## src/rtl/pipe_tree_multiplier.sv

```systemverilog
// pipe_tree_multiplier: pipelined WIDTH x WIDTH carry-save tree multiplier with valid/ready flow control.
// Define MULT_SIGNED_EN to add the sgn port and Baugh-Wooley two's-complement mode.
module pipe_tree_multiplier #(
  parameter int WIDTH  = 8,
  parameter int STAGES = 3
) (
  input  logic               clk,
  input  logic               rst,
  input  logic               in_valid,
  output logic               in_ready,
  input  logic [WIDTH-1:0]   x,
  input  logic [WIDTH-1:0]   y,
`ifdef MULT_SIGNED_EN
  input  logic               sgn,
`endif
  output logic               out_valid,
  input  logic               out_ready,
  output logic [2*WIDTH-1:0] o
);
  localparam int PW = 2 * WIDTH;
`ifdef MULT_SIGNED_EN
  localparam int NR = WIDTH + 1;
`else
  localparam int NR = WIDTH;
`endif
  typedef logic [NR-1:0][PW-1:0] rows_t;

  function automatic int nxt(input int n);
    return n <= 2 ? n : 2 * (n / 3) + n % 3;
  endfunction

  function automatic int num_lvls();
    int n = NR;
    int l = 0;
    for (int i = 0; i < 64; i++)
      if (n > 2) begin
        n = nxt(n);
        l++;
      end
    return l;
  endfunction

  localparam int LVLS = num_lvls();
  localparam int G    = STAGES > 1 ? STAGES - 1 : 1;

  function automatic int cnt_at(input int l);
    int n = NR;
    for (int i = 0; i < LVLS; i++)
      if (i < l) n = nxt(n);
    return n;
  endfunction

  function automatic rows_t pp_rows(input logic [WIDTH-1:0] a, input logic [WIDTH-1:0] b);
    rows_t r = '0;
    for (int j = 0; j < WIDTH; j++)
      for (int i = 0; i < WIDTH; i++)
        r[j][i+j] = a[i] & b[j];
    return r;
  endfunction

`ifdef MULT_SIGNED_EN
  // Flips the mixed-sign partial products and sets the two Baugh-Wooley constant bits in the spare row.
  function automatic rows_t bw_fix(input logic s);
    rows_t m = '0;
    for (int j = 0; j < WIDTH; j++)
      for (int i = 0; i < WIDTH; i++)
        m[j][i+j] = s & ((i == WIDTH - 1) != (j == WIDTH - 1));
    m[WIDTH][WIDTH] = s;
    m[WIDTH][PW-1]  = s;
    return m;
  endfunction
`endif

  // One carry-save level: every full triple of rows becomes a sum row and a shifted carry row.
  function automatic rows_t csa_level(input rows_t r, input int n);
    rows_t s = '0;
    for (int t = 0; t < NR / 3; t++)
      if (3 * t + 2 < n) begin
        s[2*t]   = r[3*t] ^ r[3*t+1] ^ r[3*t+2];
        s[2*t+1] = ((r[3*t] & r[3*t+1]) | (r[3*t] & r[3*t+2]) | (r[3*t+1] & r[3*t+2])) << 1;
      end
    for (int t = 0; t < 2; t++)
      if (3 * (n / 3) + t < n) s[2*(n/3)+t] = r[3*(n/3)+t];
    return s;
  endfunction

  function automatic rows_t reduce(input rows_t r, input int lo, input int hi);
    rows_t s = r;
    for (int l = 0; l < LVLS; l++)
      if (l >= lo && l < hi) s = csa_level(s, cnt_at(l));
    return s;
  endfunction

  function automatic logic [PW-1:0] ks_add(input rows_t r);
    logic [PW-1:0] g = r[0] & r[1];
    logic [PW-1:0] p = r[0] ^ r[1];
    logic [PW-1:0] gn;
    logic [PW-1:0] pn;
    for (int d = 1; d < PW; d = d * 2) begin
      gn = g;
      pn = p;
      for (int i = d; i < PW; i++) begin
        gn[i] = g[i] | (p[i] & g[i-d]);
        pn[i] = p[i] & p[i-d];
      end
      g = gn;
      p = pn;
    end
    return r[0] ^ r[1] ^ {g[PW-2:0], 1'b0};
  endfunction

  logic [STAGES-1:0] v_q, v_d, adv;
  logic [STAGES:0]   go;
  rows_t             pp;
  rows_t             rows_q [G];
  rows_t             rows_d [G];
  logic [PW-1:0]     o_q, o_d;

`ifdef MULT_SIGNED_EN
  // sgn is consumed here; its effect rides down the pipe inside the partial-product rows.
  assign pp = pp_rows(x, y) ^ bw_fix(sgn);
`else
  assign pp = pp_rows(x, y);
`endif

  always_comb begin
    go = '0;
    go[STAGES] = out_ready;
    for (int k = STAGES - 1; k >= 0; k--) go[k] = !v_q[k] | go[k+1];
    adv = go[STAGES-1:0];
    v_d = v_q;
    v_d[0] = adv[0] ? in_valid : v_q[0];
    for (int k = 1; k < STAGES; k++) v_d[k] = adv[k] ? v_q[k-1] : v_q[k];
    rows_d = rows_q;
    for (int k = 0; k < STAGES - 1; k++)
      if (adv[k]) rows_d[k] = reduce(k == 0 ? pp : rows_q[k == 0 ? 0 : k-1], LVLS * k / G, LVLS * (k + 1) / G);
    o_d = o_q;
    if (adv[STAGES-1]) o_d = STAGES == 1 ? ks_add(reduce(pp, 0, LVLS)) : ks_add(rows_q[G-1]);
  end

  always_ff @(posedge clk or posedge rst)
    if (rst) begin
      v_q <= '0;
      o_q <= '0;
    end else begin
      v_q <= v_d;
      o_q <= o_d;
    end

  always_ff @(posedge clk) rows_q <= rows_d;

  assign in_ready  = adv[0];
  assign out_valid = v_q[STAGES-1];
  assign o         = o_q;
endmodule
```

## config.mk

```make
export PLATFORM = sky130hd
export DESIGN_NAME = pipe_tree_multiplier
export DESIGN_NICKNAME = d
export VERILOG_FILES = /design/src/rtl/pipe_tree_multiplier.sv
export SDC_FILE = /design/constraint.sdc
export NUM_CORES = 1
export LEC_CHECK = 0
export ABC_AREA = 1
export CORE_ASPECT_RATIO = 1.2
export CORE_UTILIZATION = 53
export DETAILED_ROUTE_END_ITERATION = 10
export PLACE_DENSITY_LB_ADDON = 0.2
export SYNTH_ARGS = -nofsm -noshare
export SYNTH_HDL_FRONTEND = slang
export SYNTH_SLANG_ARGS = --single-unit
export TNS_END_PERCENT = 20
```

## constraint.sdc

```tcl
create_clock -name clk -period 2.3 [get_ports clk]
set_clock_uncertainty 0.2 [all_clocks]
set_input_delay 0.575 -clock clk [delete_from_list [all_inputs] [get_ports clk]]
set_output_delay 0.575 -clock clk [all_outputs]
set_load 0.01 [all_outputs]
```

**Run 1: supply network**

Drawn at 4 px/um. Pins as bars on the die edge.
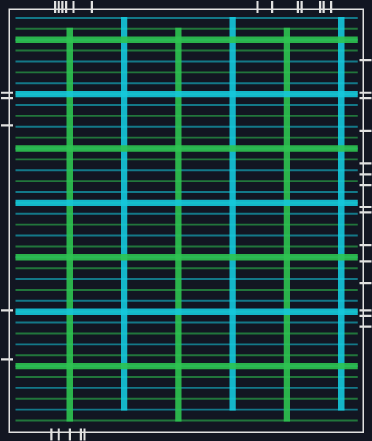
VDD -> cyan
VSS -> green
signal pins = 38
met5 straps = 7
met4 straps = 6
rows = 37

**Run 1: placement by cell class**

Drawn at 2 px/um. Fill, decap, tap and diode cells in grey.
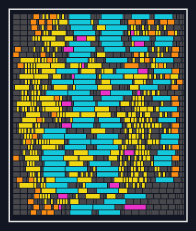
remaining buffers and delay cells -> orange  # cells 56, share of their area 9.5%
clock drivers and dummy loads -> magenta  # cells 16, share of their area 3.5%
sequential cells -> cyan  # cells 84, share of their area 45%
remaining logic cells -> yellow  # cells 341, share of their area 42%

==> flow_summary.ini, run 1 <==
; physical design summary
[final_layout]
comb_share = 0.343
nMultiInputCombCells = 251
inverters = 90
combGateArea_sq_um = 1890
fin_nets = 576
diodes = 0
ff_latch_area_sq_um = 2430
fin_area_sq_um = 5490
area_share_nonclk_buffers = 0.0923
final_core_util = 0.638
ff_count = 84
layout.cells.non_filler = 614
clock_area_frac = 0.0344
seq_share = 0.442
dominant_cells = sequential cells
area_growth_pct = 16.4
n_all_buffers = 56
fillCellCount = 731

[power]
power.switching_uw = 1650
powerDensity_nw_per_um2 = 937
power_frac_seq = 0.448
p_total_uw = 5150
swShare = 0.321
p_comb_uw = 1840
peakVddDrop_uv = 319
p_int_uw = 3500

[logic_synthesis]
synth_flops = 84
top_cell = nand2_1
async_flop_share = 0.226
yosysCellCount = 443
simple_gate_share = 0.151
yosysSeqAreaShare = 0.515
avgSynthCellArea_sq_um = 10.6
syn_inst = 443
yosysUniqueCellTypes = 26
largest_area_cell = edfxtp_1
synthTopCellsByCount = 140 x nand2_1, 88 x inv_1, 65 x edfxtp_1
yosys-top-cells-area = edfxtp_1 41%, fa_1 17%, nand2_1 11%, dfrtp_1 10%, inv_1 7.0%
yosysWarnings = 0
top_area_frac = 0.414
floorplan.nets = 527
ys_chip_area_sq_um = 4720
adder_share = 0.232
synth-xor-area-share = 0.00371
ff_type = edfxtp_1
ys_sh_mux = 0
edf_count = 65

[worst_hold_path]
hold_path_class = reg2reg
min_from = rows_q[129]

[grt]
grt_start_max_net_pins = 41
use_met1 = 0.207
busiest_layer = met2
use_met3 = 0.0407
grt_pass1_wl_mm = 12.4
grt_pass1_vias = 2873
antenna_found_initial = 0
grt_use_met2 = 0.305
grtUsageTotal = 0.178

[place]
routabilityCongestion = 0.906
dp.cells = 598
io_buffers = 37
place.detailed.hpwl_mm = 5.86

[route]
ant_nets = 0
wl_met1_mm = 2.95
wl_met3_um = 206
avgRoutedWirePerCell_um = 11.8
drt_drc_violations_left = 0
top_layer = met4
drt_iter0_markers = 90
viasPerCell = 4.65
num_vias = 2857

[worst_setup_path]
path_depth = 5
r2r-end = o[13]
reg2reg_from = rows_q[5]
critPathTopFamily = adder cells
start_kind = input pin
worstRegToRegCells = 8
crit_buf_inv = 2
cp_data_arrival_time_ns = 2.16
worst_path_max_delay_cell = clkdlybuf4s50_1
required_ns = 2.20
cp_max_fo = 4
rrSetupSlack_ns = 0.29
cp-endpoint = rows_q[133]
crit_top_cell = fa_1
worstPathCellList = clkdlybuf4s50_1 -> nand2_1 -> inv_1 -> fa_1 -> fa_1

[flow_run]
warning_count = 27
maxCapViolations = 0

[cts]
root_buffer = clkbuf_8
cts_setup_buffers = 0
clk_latency_ns = 0.35
cts_buffers = 9
hold_buffers = 0
htree_levels = 3
cts_tree = built
clock_path_buffers = 2
cts_sinks = 84

[die]
fp.dieW_um = 88.1
chipArea_sq_um = 9280
fp-utilization = 0.548
num_rows = 37
io_pins = 38
die_h_um = 105

[sta]
fmax_mhz = 441
worst_pin_slew_ns = 0.687
fin_ws_ns = 0.0317
grt_setup_unrepaired = false
hold_violations = 0
setup_tns_ns = 0
finalCriticalPeriod_ns = 2.27

[run_status]
status = finished, final reports clean
**Run 1: clock distribution**

Drawn at 6 px/um.
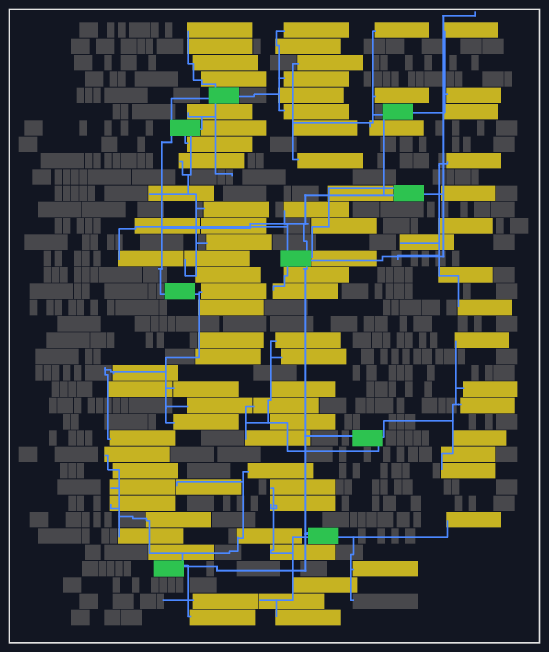
clock-net drivers -> green  # count 9
clock wires -> blue  # length 908 um
flip-flops -> yellow  # count 84
routed clock nets = 10
Clk pwr share: 0.194
Clk. pwr: 998 uW

**Run 1: wiring by layer**

Drawn at 4 px/um. Only two layers are drawn.
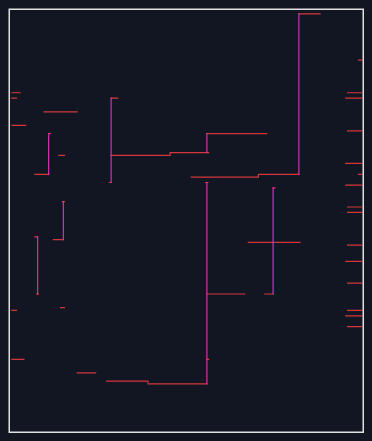
M4 -> magenta  # wire length 177 um
M3 -> red  # wire length 207 um

-- run 1: what timing repair did --
item                                    4_1_cts  5_1_grt
endpoints found under the setup margin       21        0
resized                                      16        0
hold endpoints to repair                      0        0
-- run 1: flip-flops by register name (all words and copies together), names as in the netlist --
signal,flops
rows_q,65
v_q,3
o,16
-- run 1: cell usage in the layout (no fill, tap or decap), drive strengths merged --
master	count
nand2	140
inv	89
edfxtp	65
fa	39
ha	25
clkdlybuf4s50	22
dfrtp	19
buf	19
dlygate4sd2	15
nand3	15
nor2	15
clkbuf	13
a21oi	4
o21ai	3
clkinv	3
nand3b	2
nand4	2
a31oi	2
or2	2
xor2	1
xnor2	1
bufinv	1
==> run 2: changes to the inputs <==
- ABC_AREA: 1 -> not set
- ABC_CLOCK_PERIOD_IN_PS: not set -> 2700
- CORE_UTILIZATION: 53 -> 62
- clock period: 2.3 -> 2.7 ns (I/O delays scaled with it)
==> run 2 against run 1 <==
Compared with the run above: die area decreased by 19%; non-clock buffer count decreased by 4; clock-buffer cell count decreased by 1; first-iteration DRC count decreased by 13%; sequential cell count unchanged; power decreased by 16%; critical path depth decreased by 1; clock power decreased by 16%; hold slack got worse by 0.020 ns; sequential power decreased by 15%; global-route usage increased by 3.1 points; critical path type unchanged; highest routed layer unchanged.
==> flow_summary.ini, run 2 <==
; physical design summary
[logic_synthesis]
avgSynthCellArea_sq_um = 13.8
ys_chip_area_sq_um = 4440
adder_share = 0.246
yosysUniqueCellTypes = 27
yosysSeqAreaShare = 0.546
yosys-top-cells-area = edfxtp_1 44%, fa_1 18%, dfrtp_1 11%, and2_1 7.5%, ha_1 7.0%
synth_flops = 84
synthTopCellsByCount = 65 x edfxtp_1, 53 x and2_1, 42 x nand2_1
simple_gate_share = 0.125
ff_type = edfxtp_1
edf_count = 65
ys_sh_mux = 0
netlist_area_sq_um = 4440
yosysWarnings = 0
top_cell = edfxtp_1
synth-xor-area-share = 0.0177
syn_inst = 321
largest_area_cell = edfxtp_1
floorplan.nets = 405
top_area_frac = 0.439
async_flop_share = 0.226
yosysCellCount = 321

[final_layout]
diodes = 0
fin_nets = 464
largest_reg_flops = 65
area_share_nonclk_buffers = 0.0944
clock_buffers = 12
top_register = rows_q
fin_area_sq_um = 5240
seq_share = 0.464
combGateArea_sq_um = 1930
final_core_util = 0.759
layout_top_cell = edfxtp_1
n_all_buffers = 52
dominant_cells = sequential cells
inverters = 22
ff_latch_area_sq_um = 2430
nMultiInputCombCells = 211
mostFrequentLayoutCells = 65 x edfxtp_1, 53 x and2_1, 42 x nand2_1
clock_area_frac = 0.0378
comb_share = 0.368
area_growth_pct = 17.8
layout.cells.non_filler = 472
layout-drive-gt1-share = 0.0909
fillCellCount = 447
ff_count = 84

[place]
io_buffers = 37
place.detailed.hpwl_mm = 5.29
routabilityCongestion = 0.808
dp.cells = 456

[flow_run]
maxCapViolations = 0
warning_count = 26

[grt]
grt_pass1_vias = 2523
grt_pass1_wl_mm = 11.3
busiest_layer = met2
grt_use_met2 = 0.374
grt_start_max_net_pins = 41
use_met1 = 0.229
grtUsageTotal = 0.210
antenna_found_initial = 0
use_met3 = 0.0406

[cts]
cts_sinks = 84
cts_tree = built
hold_buffers = 0
root_buffer = clkbuf_8
htree_levels = 3
clock_path_buffers = 2
cts_buffers = 9

[sta]
grt_setup_unrepaired = false
fin_ws_ns = 0.141
finalCriticalPeriod_ns = 2.56
hold_violations = 0
fmax_mhz = 391
worst_pin_slew_ns = 0.700
setup_tns_ns = 0

[worst_setup_path]
required_ns = 2.59
critPathTopFamily = adder cells
worst_path_max_delay_cell = clkdlybuf4s50_1
worstRegToRegCells = 7
cp_data_arrival_time_ns = 2.45
cp-endpoint = rows_q[132]
reg2reg_from = rows_q[5]
worstPathCellList = clkdlybuf4s50_1 -> and2_1 -> fa_1 -> fa_1
start_kind = input pin
crit_buf_inv = 1
cp_max_fo = 8
rrSetupSlack_ns = 0.46
path_depth = 4
crit_top_cell = fa_1
r2r-end = o[15]

[route]
wl_met3_um = 246
avgRoutedWirePerCell_um = 14.5
top_layer = met4
first_pass_iters = 4
num_vias = 2472
drt_iter0_markers = 78
ant_nets = 0
drt_drc_violations_left = 0
wl_met1_mm = 2.75
viasPerCell = 5.24

[power]
peakVddDrop_uv = 448
p_total_uw = 4300
powerDensity_nw_per_um2 = 821
p_leak_uw = 0.00226

[die]
num_rows = 33
chipArea_sq_um = 7510
fp.dieW_um = 79.3
core_sq_um = 6900
die_h_um = 94.7
io_pins = 38
fp-utilization = 0.645

[run_status]
status = finished, final reports clean

[worst_hold_path]
hold_path_class = reg2reg
min_from = rows_q[130]
==> run 2: cell types whose count changed in the layout (fill, tap and decap cells not counted), moves of 7 or more <==
| cell | delta |
|---|---|
| inv_1 | -66 |
| nand3_1 | -12 |
| o21ai_0 | +7 |
| nor2_1 | -7 |
| dlygate4sd2_1 | -14 |
| and2_1 | +53 |
| clkdlybuf4s50_1 | +14 |
| a21oi_1 | +9 |
| nand2_1 | -97 |
==> run 2: repair_timing <==
| action | 4_1_cts | 5_1_grt |
|---|---|---|
| gates resized | 2 | 0 |
| endpoints found under the setup margin | 1 | 0 |
| setup buffers | 0 | 0 |
==> run 2: power breakdown <==
| part | internal (uW) | switching [uW] |
|---|---|---|
| combinational | 724 | 762 |
| sequential | 1830 | 146 |
| clock | 416 | 425 |
**Run 2: clock distribution**

Drawn at 6 px/um.
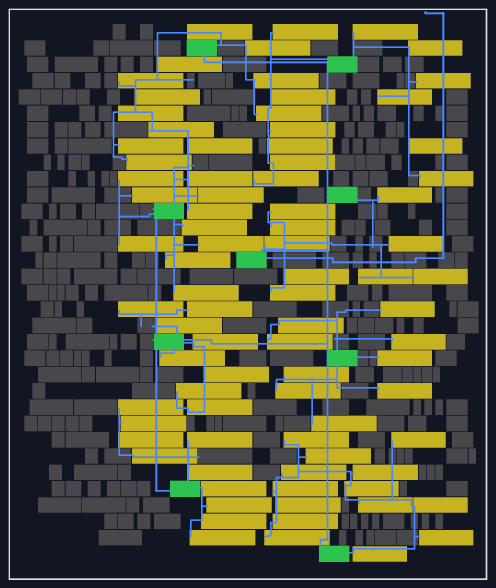
worst-skew pair later-pin latency: 0.35 ns
Clk pwr share: 0.196
Clk. pwr: 842 uW

**Run 2: wiring by layer**

Drawn at 4 px/um. Only two layers are drawn.
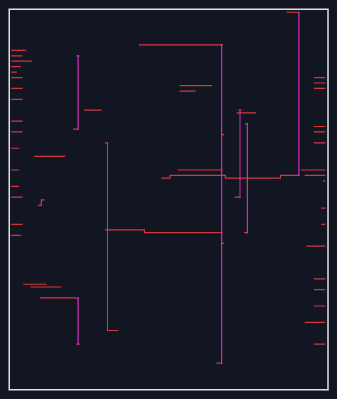

==> run 3: changes to the inputs <==
- PLACE_DENSITY: not set -> 0.92
- PLACE_DENSITY_LB_ADDON: 0.2 -> not set
**Run 3: wiring by layer**

Drawn at 4 px/um. Only two layers are drawn.
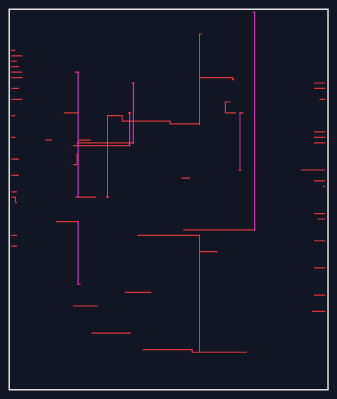
M3 -> red  # wire length 243 um
M4 -> magenta  # wire length 211 um
WL/cell: 15.8 um
DR vias: 2559
Post-Route WL: 7.47 mm
Tot GR Track Use: 0.227

==> run 3 against run 2 <==
Compared with the run above: setup slack lost 0.040 ns; core utilization up 0.80 points; clock power up about 20%; die area did not move; final cell count increased by 0.42%; clock-buffer cell count fell by 3; first-iteration DRC count rose by 22%; fmax is 1.5% lower; hold slack improved by 0.030 ns; register-to-register slack improved by 0.03 ns; sequential share of layout area down 0.48 points; critical endpoint is now rows_q[135].
==> flow_summary.ini, run 3 <==
; physical design summary
[place]
place.detailed.hpwl_mm = 5.74
dp.cells = 458
routabilityCongestion = 0.817
io_buffers = 37

[cts]
root_buffer = clkbuf_8
cts_setup_buffers = 0
cts_buffers = 9
clock_path_buffers = 2
hold_buffers = 0
clk_latency_ns = 0.35
htree_levels = 3
cts_tree = built
cts_sinks = 84

[die]
num_rows = 33
fp.dieW_um = 79.3
core_sq_um = 6900
chipArea_sq_um = 7510
die_h_um = 94.7
fp-utilization = 0.645
io_pins = 38

[route]
first_pass_iters = 4
drt_drc_violations_left = 0
drt_iter0_markers = 95

[final_layout]
largest_reg_flops = 65
mostFrequentLayoutCells = 65 x edfxtp_1, 53 x and2_1, 42 x nand2_1
layout-drive-gt1-share = 0.0930
seq_share = 0.459
ff_latch_area_sq_um = 2430
fin_nets = 466
clock_buffers = 9
layout_top_cell = edfxtp_1
nMultiInputCombCells = 211
fillCellCount = 390
n_all_buffers = 54
diodes = 0
area_share_nonclk_buffers = 0.0962
ff_count = 84
dominant_cells = sequential cells
combGateArea_sq_um = 1930
final_core_util = 0.767

[worst_setup_path]
critPathTopFamily = adder cells
worstRegToRegCells = 7
worst_path_max_delay_cell = clkdlybuf4s50_1
reg2reg_from = rows_q[5]
cp_max_fo = 8
rrSetupSlack_ns = 0.49
r2r-end = o[15]
worstPathCellList = clkdlybuf4s50_1 -> nand2_1 -> fa_1 -> inv_1 -> fa_1
crit_start = x[4]
crit_buf_inv = 2
path_depth = 5
cp_data_arrival_time_ns = 2.49
cp-endpoint = rows_q[135]

[power]
p_total_uw = 4520
peakVddDrop_uv = 445
powerDensity_nw_per_um2 = 855
p_leak_uw = 0.00229

[sta]
hold_violations = 0
finalCriticalPeriod_ns = 2.60
setup_tns_ns = 0
fin_ws_ns = 0.102
grt_setup_unrepaired = false
worst_pin_slew_ns = 0.685
fin_hold_ws_ns = 0.239
fmax_mhz = 385

[flow_run]
maxCapViolations = 0
warning_count = 27

[logic_synthesis]
yosysWarnings = 0
async_flop_share = 0.226
ys_chip_area_sq_um = 4440
adder_share = 0.246
avgSynthCellArea_sq_um = 13.8
edf_count = 65
syn_inst = 321
simple_gate_share = 0.125
yosys-top-cells-area = edfxtp_1 44%, fa_1 18%, dfrtp_1 11%, and2_1 7.5%, ha_1 7.0%
synth_flops = 84
yosysUniqueCellTypes = 27
top_cell = edfxtp_1
top_area_frac = 0.439
ys_sh_mux = 0
synth-xor-area-share = 0.0177
ff_type = edfxtp_1
yosysSeqAreaShare = 0.546
largest_area_cell = edfxtp_1
yosysCellCount = 321
synthTopCellsByCount = 65 x edfxtp_1, 53 x and2_1, 42 x nand2_1
netlist_area_sq_um = 4440

[grt]
grt_pass1_wl_mm = 12.2
antenna_found_initial = 0
grt_pass1_vias = 2631

[worst_hold_path]
min_from = rows_q[130]
hold_path_class = reg2reg

[run_status]
status = finished, final reports clean
-- run 3: cell counts after synthesis --
No cell type changed its count.
-- run 3: repair_timing --
item                                   4_1_cts  5_1_grt
resized                                      2        0
setup endpoints to repair                    1        0
endpoints found under the hold margin        0        0
-- run 3: metal layers --
metal  GRT usage  wire length [um]  vias up
met4       0.106               210        0
met3      0.0512               243       21
li1            -                 -     1205
met5           0                 0        -
met2       0.407              3960       70
met1       0.257              3060     1263
-- run 3: power breakdown --
part	leakage (uW)	internal [uW]	switching [uW]
logic	0.00126	735	772
registers	0.000921	1830	148
clock network	0.000115	611	431
total	0.00229	3170	1350

==> notes/layouts.md <==
Pictures saved along the way, in no particular order.

Placement view.
panel A
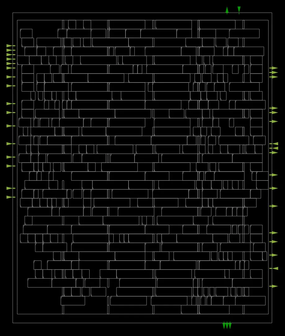
panel B
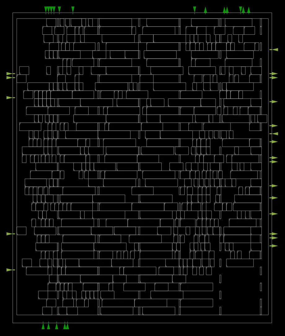
| from | picture |
|---|---|
| run 1 | panel B |
| run 2 | panel A |
- highest utilization: panel A

Power figures rest on the tool's default switching activity, not on a simulated workload.
